### src/rtl/uart_pic_pkg.sv
// Shared definitions for the UART-to-RGB565 pixel packer: FSM encoding,
// default header bytes and the RGB565 field layout of a packed pixel.
package uart_pic_pkg;

  typedef enum logic [1:0] {
    S_SYNC0 = 2'd0,
    S_SYNC1 = 2'd1,
    S_HI    = 2'd2,
    S_LO    = 2'd3
  } state_t;

  localparam logic [7:0] SYNC0_DEF = 8'h55;
  localparam logic [7:0] SYNC1_DEF = 8'hAA;

  localparam int RGB_R_MSB = 15;
  localparam int RGB_R_LSB = 11;
  localparam int RGB_G_MSB = 10;
  localparam int RGB_G_LSB = 5;
  localparam int RGB_B_MSB = 4;
  localparam int RGB_B_LSB = 0;

  // The first received byte carries R and the top of G, so it lands in the MSBs.
  function automatic logic [15:0] pack_rgb565(input logic [7:0] hi, input logic [7:0] lo);
    return {hi, lo};
  endfunction

endpackage

### src/rtl/uart_byte_timeout.sv
// Idle counter between received bytes; o_tc pulses when TIMEOUT idle cycles
// have elapsed without a clear.
module uart_byte_timeout #(
  parameter int TIMEOUT = 500000
) (
  input  logic clk,
  input  logic rst,
  input  logic i_en,
  input  logic i_clr,
  output logic o_tc
);

  localparam int CW = (TIMEOUT > 1) ? $clog2(TIMEOUT) : 1;
  localparam logic [CW-1:0] TC_VAL = CW'(TIMEOUT - 1);

  logic [CW-1:0] r_cnt;
  logic          w_tc;

  // A byte in the terminal cycle wins: the clear masks the pulse.
  assign w_tc = i_en && !i_clr && (r_cnt == TC_VAL);
  assign o_tc = w_tc;

  // NOTE: state is updated with non-blocking assignments so every register
  // samples the pre-edge values, independent of statement order.
  always_ff @(posedge clk or posedge rst) begin
    if (rst) begin
      r_cnt <= '0;
    end else if (!i_en || i_clr || w_tc) begin
      r_cnt <= '0;
    end else begin
      r_cnt <= r_cnt + CW'(1);
    end
  end

endmodule

### src/rtl/uart_pixel_packer.sv
// Frame-header detector and RGB565 byte-pair packer feeding the SDRAM frame
// buffer write FIFO; reports frame start/done, timeout aborts and overflow.
module uart_pixel_packer
  import uart_pic_pkg::*;
#(
  parameter int         IMG_W   = 640,
  parameter int         IMG_H   = 480,
  parameter logic [7:0] SYNC0   = SYNC0_DEF,
  parameter logic [7:0] SYNC1   = SYNC1_DEF,
  parameter int         TIMEOUT = 500000,
  parameter int         CNT_W   = 20
) (
  input  logic             clk,
  input  logic             rst,
  input  logic [7:0]       rx_data,
  input  logic             rx_valid,
  input  logic             wfifo_full,
  input  logic             ovf_clr,
  output logic             wfifo_wr_en,
  output logic [15:0]      wfifo_wr_data,
  output logic             frame_start,
  output logic             frame_done,
  output logic             frame_err,
  output logic             overflow,
  output logic [CNT_W-1:0] pix_cnt
);

  localparam logic [CNT_W-1:0] FRAME_PIX = CNT_W'(IMG_W * IMG_H);

  state_t           r_state, w_state_nxt;
  logic [7:0]       r_hi, w_hi_nxt;
  logic             r_wr_en, w_wr_en_nxt;
  logic [15:0]      r_wr_data, w_wr_data_nxt;
  logic             r_start, w_start_nxt;
  logic             r_done, w_done_nxt;
  logic             r_err, w_err_nxt;
  logic             r_ovf, w_ovf_nxt;
  logic [CNT_W-1:0] r_pix_cnt, w_pix_cnt_nxt;
  logic [CNT_W-1:0] w_cnt_inc;
  logic             w_tc;
  logic             w_in_frame;

  assign w_in_frame = (r_state == S_HI) || (r_state == S_LO);
  assign w_cnt_inc  = r_pix_cnt + CNT_W'(1);

  uart_byte_timeout #(
    .TIMEOUT (TIMEOUT)
  ) u_timeout (
    .clk   (clk),
    .rst   (rst),
    .i_en  (w_in_frame),
    .i_clr (rx_valid),
    .o_tc  (w_tc)
  );

  // NOTE: every signal written here gets a default first, so no path leaves
  // a value unassigned and no latch is inferred.
  always_comb begin
    w_state_nxt   = r_state;
    w_hi_nxt      = r_hi;
    w_wr_data_nxt = r_wr_data;
    w_pix_cnt_nxt = r_pix_cnt;
    w_wr_en_nxt   = 1'b0;
    w_start_nxt   = 1'b0;
    w_done_nxt    = 1'b0;
    w_err_nxt     = 1'b0;
    w_ovf_nxt     = r_ovf && !ovf_clr;

    unique case (r_state)
      S_SYNC0: begin
        if (rx_valid && rx_data == SYNC0) w_state_nxt = S_SYNC1;
      end
      S_SYNC1: begin
        if (rx_valid) begin
          if (rx_data == SYNC1) begin
            w_state_nxt   = S_HI;
            w_start_nxt   = 1'b1;
            w_pix_cnt_nxt = '0;
          end else if (rx_data != SYNC0) begin
            w_state_nxt = S_SYNC0;
          end
        end
      end
      S_HI: begin
        if (rx_valid) begin
          w_hi_nxt    = rx_data;
          w_state_nxt = S_LO;
        end else if (w_tc) begin
          w_err_nxt   = 1'b1;
          w_hi_nxt    = '0;
          w_state_nxt = S_SYNC0;
        end
      end
      S_LO: begin
        if (rx_valid) begin
          w_wr_data_nxt = pack_rgb565(r_hi, rx_data);
          // A dropped pixel is still counted so the frame stays aligned.
          w_pix_cnt_nxt = w_cnt_inc;
          if (wfifo_full) w_ovf_nxt   = 1'b1;
          else            w_wr_en_nxt = 1'b1;
          if (w_cnt_inc == FRAME_PIX) begin
            w_done_nxt  = 1'b1;
            w_state_nxt = S_SYNC0;
          end else begin
            w_state_nxt = S_HI;
          end
        end else if (w_tc) begin
          w_err_nxt   = 1'b1;
          w_hi_nxt    = '0;
          w_state_nxt = S_SYNC0;
        end
      end
      default: w_state_nxt = S_SYNC0;
    endcase
  end

  always_ff @(posedge clk or posedge rst) begin
    if (rst) begin
      r_state   <= S_SYNC0;
      r_hi      <= '0;
      r_wr_en   <= 1'b0;
      r_wr_data <= '0;
      r_start   <= 1'b0;
      r_done    <= 1'b0;
      r_err     <= 1'b0;
      r_ovf     <= 1'b0;
      r_pix_cnt <= '0;
    end else begin
      r_state   <= w_state_nxt;
      r_hi      <= w_hi_nxt;
      r_wr_en   <= w_wr_en_nxt;
      r_wr_data <= w_wr_data_nxt;
      r_start   <= w_start_nxt;
      r_done    <= w_done_nxt;
      r_err     <= w_err_nxt;
      r_ovf     <= w_ovf_nxt;
      r_pix_cnt <= w_pix_cnt_nxt;
    end
  end

  assign wfifo_wr_en   = r_wr_en;
  assign wfifo_wr_data = r_wr_data;
  assign frame_start   = r_start;
  assign frame_done    = r_done;
  assign frame_err     = r_err;
  assign overflow      = r_ovf;
  assign pix_cnt       = r_pix_cnt;

endmodule

### config.mk
export PLATFORM = sky130hd
export DESIGN_NAME = uart_pixel_packer
export DESIGN_NICKNAME = d
export VERILOG_FILES = /design/src/rtl/uart_pic_pkg.sv /design/src/rtl/uart_byte_timeout.sv /design/src/rtl/uart_pixel_packer.sv
export SDC_FILE = /design/constraint.sdc
export NUM_CORES = 1
export LEC_CHECK = 0
export CAP_MARGIN = 10
export CORE_UTILIZATION = 54
export DETAILED_ROUTE_END_ITERATION = 8
export PLACE_DENSITY = 0.76
export SLEW_MARGIN = 20
export SYNTH_ARGS = -nofsm -noshare
export SYNTH_HDL_FRONTEND = slang
export SYNTH_HIERARCHICAL = 1
export SYNTH_SLANG_ARGS = --single-unit
### constraint.sdc
create_clock -name clk -period 2.9 [get_ports clk]
set_clock_uncertainty 0.05 [all_clocks]
set_input_delay 0.435 -clock clk [delete_from_list [all_inputs] [get_ports clk]]
set_output_delay 0.435 -clock clk [all_outputs]
set_load 0.005 [all_outputs]
**Congestion heat map**

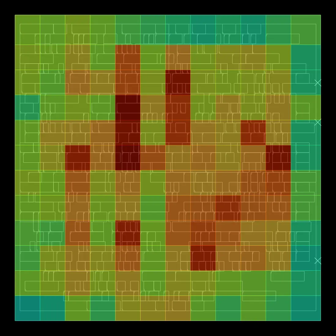
DR WL/cell: 15.0 um
GR Util met3: 4.15%
fraction of met1 tracks used by global routing: 33.0%

**Metal layers overlaid**

(4 px per um)
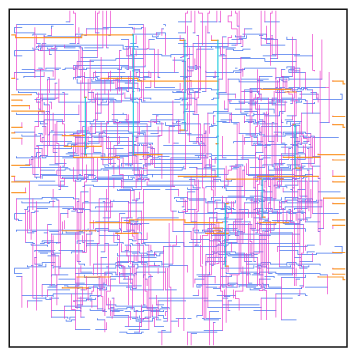
[cyan] M4 | wire length: 137 um
[blue] M1 | wire length: 3760 um
[magenta] M2 | wire length: 3740 um
[orange] M3 | wire length: 333 um

**I/O nets highlighted**

(4 px per um)
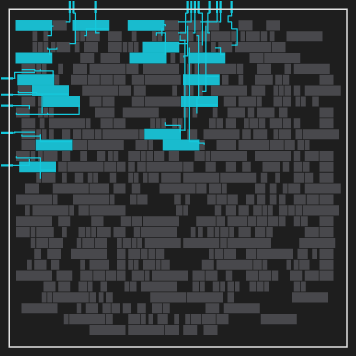
[cyan] wfifo_wr_data | bits: 16 | direction: output | edge: 11 north, 5 west | end cells: 16 | buffers: 16 | wire: 333 um

==> reports/notes.md <==
Setup path
- **critical path data required time** 3090 ps
- **R2R Path End** r_state[1]
- **Worst Setup End Kind** flop
- **library cell contributing the largest single delay on the critical path** sky130_fd_sc_hd__or4_1
- **Setup crit start** pix_cnt[0]
- **reg-to-reg slack, setup** 280 ps
- **peak fanout along the critical path** 9
- **arrival time at the worst endpoint** 2800 ps
- **worst r2r path cells** 7
- **family of cells with the greatest summed delay on the critical path** simple AND/OR/NAND/NOR gates
- **class of the most critical setup path** reg -> reg
- **beginning of the worst register-to-register path** pix_cnt[0]
- **endpoint of the worst setup timing path** r_state[1]
- **Worst path depth** 7
- **ordered list of cells on the worst path** ha_1 -> nand4_2 -> or2_1 -> or4_1 -> a22oi_1 -> nand4_1 -> a21o_1
- **crit path launch type** flop
- **crit-path max cell delay** 510 ps

Status
- **status** finished with violations
- **violated checks** DRC

Logic synthesis
- **number of standard cells reported by yosys** 404
- **warnings from Yosys** 6
- **Area leader share** 48.1%
- **area share of xor/xnor cells in the synthesized design** 5.30%
- **Mapped Nets** 420
- **top logic cell family in the synthesized netlist** simple AND/OR/NAND/NOR gates
- **Synth area leader** sky130_fd_sc_hd__dfrtp_1
- **most numerous cell in the Yosys netlist** sky130_fd_sc_hd__nand2_1
- **flip-flop cell with the highest count after synthesis** sky130_fd_sc_hd__dfrtp_1
- **syn avg cell area** 9.01 sq um
- **chip area estimate from yosys synthesis** 3640 sq um
- **share of async-settable or async-resettable flops after synthesis** 100%
- **Post-Synth Adder-Cell Area** 1.03%
- **gate count of the mapped netlist** 404
- **cell area after technology mapping** 3640 sq um
- **Simple Share, Synth** 27.5%
- **most instantiated cells after synthesis** sky130_fd_sc_hd__nand2_1, sky130_fd_sc_hd__dfrtp_1, sky130_fd_sc_hd__nor2_1
- **post-synthesis share of cell area spent on and-or and or-and gates** 14.2%
- **number of synthesized register bits** 70

Final timing
- **worst max-slew margin expressed relative to the limit** 53.7%
- **count of endpoints failing hold in the final timing report** 0
- **actual transition at the worst max-transition pin** 694 ps
- **Period minus WS final** 2620 ps
- **setup_tns** 0 ps
- **unrepaired setup endpoints after global routing** no
- **post-route fraction of the period consumed by the critical path** 90.2%

Placed design
- **final weighted congestion of routability-driven global placement** 0.832
- **final HPWL from detailed placement** 5350 um
- **# port buffers** 53
- **post-placement cell count** 515

Global route
- **maximum number of pins on one net before global-route repair** 52
- **overall track demand over capacity in global routing** 24.6%
- **global route hottest layer** met2
- **met2 layer usage reported by global route** 38.5%
- **number of global-route vias before repair** 2952
- **remaining global-route overflow** 0

Floorplan
- **number of standard-cell rows in the floorplan** 29
- **die area** 7070 sq um
- **die boundary height** 84.1 um
- **number of top-level pins** 54
- **Starting Density** 56.7%

Power
- **Sw Ratio** 23.1%
- **Largest Pwr Group** registers
- **Leakage** 1.86 nW
- **power per unit of standard cell area** 413 nW/um^2
- **switching power summed over all nets** 421 uW
- **Peak VDD IR** 0.273 mV
- **Clock group** 784 uW
- **total combinational power** 56.0 uW
- **sequential share of power** 53.9%

Layout
- **diodes inserted** 0
- **count of nets after finishing** 465
- **utilization after layout** 68.7%
- **max reg flops** 20
- **fraction of layout instances using a drive strength above 1** 7.93%
- **sequential standard cell area** 1750 sq um
- **area grow syn2layout** 21.2%
- **final cell count without fillers** 531

Routing
- **remaining number of nets flagged by the antenna check after routing** 0
- **max layer used** met4
- **length of routed met3 wiring** 333 um
- **vias per cell** 5.80
- **wire length on met1** 3760 um
- **Post-Route WL** 7960 um
- **total via count after detailed routing** 3081
- **detailed-router iteration count before antenna repair** 6
- **Residual DRC** 6

CTS
- **clock transition time at the flip-flop clock pins of the worst setup and hold paths** 80 ps
- **post-CTS setup repair buffer count** 0
- **# resized after CTS** 0
- **number of buffers added by the clock tree synthesis step** 9
- **CTS Hold Buffers Added** 0
- **clock tree from TritonCTS** done
- **clock network latency to the later pin of the worst-skew pair** 340 ps
- **total number of H-tree levels** 3
- **CTS Root Buffer Type** sky130_fd_sc_hd__clkbuf_8
- **sinks on the clock net** 70
- **number of buffers between clock root and the deepest sink** 2

Run
- **total number of warnings across the stage logs** 27
- **maximum capacitance violations** 0

Min path
- **hold_sp** wfifo_wr_data[8]
- **Hold Crit Endpoint** wfifo_wr_data[8]
- **worst hold path stage count** 2
- **type of the worst min-delay path** reg -> reg

**Sequential cells grouped by signal name**

(3 px per um)
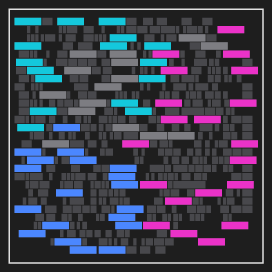
[magenta] pix_cnt | placed flops: 20
[cyan] wfifo_wr_data | placed flops: 16
[blue] u_timeout/r_cnt | placed flops: 19

**Pin map**

(3 px per um) Pins as bars across the die edge, other pins in grey.
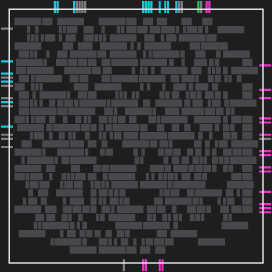
[magenta] pix_cnt | pins: 20 | direction: output | edge: 14 east, 4 south, 2 north
[cyan] wfifo_wr_data | pins: 16 | direction: output | edge: 11 north, 5 west
[green] overflow | pins: 1 | direction: output | edge: north

-- through the flow --
stage	setup WS (ps)	total power, mW	hold WS [ps]	cell area (sq um)
global route	92.3	1.89	441	4410
CTS	278	1.85	432	4410
global placement	405	1.06	409	4210
floorplan	526	1.02	336	3640
detailed placement	299	1.06	411	4210
finish	284	1.82	424	4410
-- cells in the final DEF, fill, tap and decap left out, types with 4 or more instances in the layout --
cell	n
sky130_fd_sc_hd__or3_1	6
sky130_fd_sc_hd__nand4_1	9
sky130_fd_sc_hd__inv_1	6
sky130_fd_sc_hd__or4_1	4
sky130_fd_sc_hd__xor2_1	5
sky130_fd_sc_hd__a22o_1	17
sky130_fd_sc_hd__clkdlybuf4s50_1	53
sky130_fd_sc_hd__nor4_1	9
sky130_fd_sc_hd__nand3_1	14
sky130_fd_sc_hd__dfrtp_1	70
sky130_fd_sc_hd__o21ai_0	27
sky130_fd_sc_hd__buf_4	8
sky130_fd_sc_hd__xnor2_1	17
sky130_fd_sc_hd__o31ai_1	7
sky130_fd_sc_hd__clkbuf_8	9
sky130_fd_sc_hd__nor3_1	4
sky130_fd_sc_hd__nor2_1	34
sky130_fd_sc_hd__o21ai_1	4
sky130_fd_sc_hd__nand2_1	83
sky130_fd_sc_hd__a21oi_1	9
-- cells by family (layout without fill, tap and decap cells) --
logic type / after synthesis / in the layout
xor gates and xnor gates: 22 / 22
DFF: 70 / 70
AOI/OAI and AO/OA: 79 / 79
adders and majority gates: 3 / 3
buffers and inverters: 34 / 84
and+or+nand+nor: 196 / 196
-- cell type report --
type                            count  area share (%)
Clock inverter                      7            1.67
Clock buffer                        9            2.81
Sequential cell                    70            39.7
Multi-Input combinational cell    300            39.6
Timing Repair Buffer               61            13.4
Inverter                            7           0.596
Tap cell                           77            2.19
Power figures rest on the tool's default switching activity, not on a simulated workload.
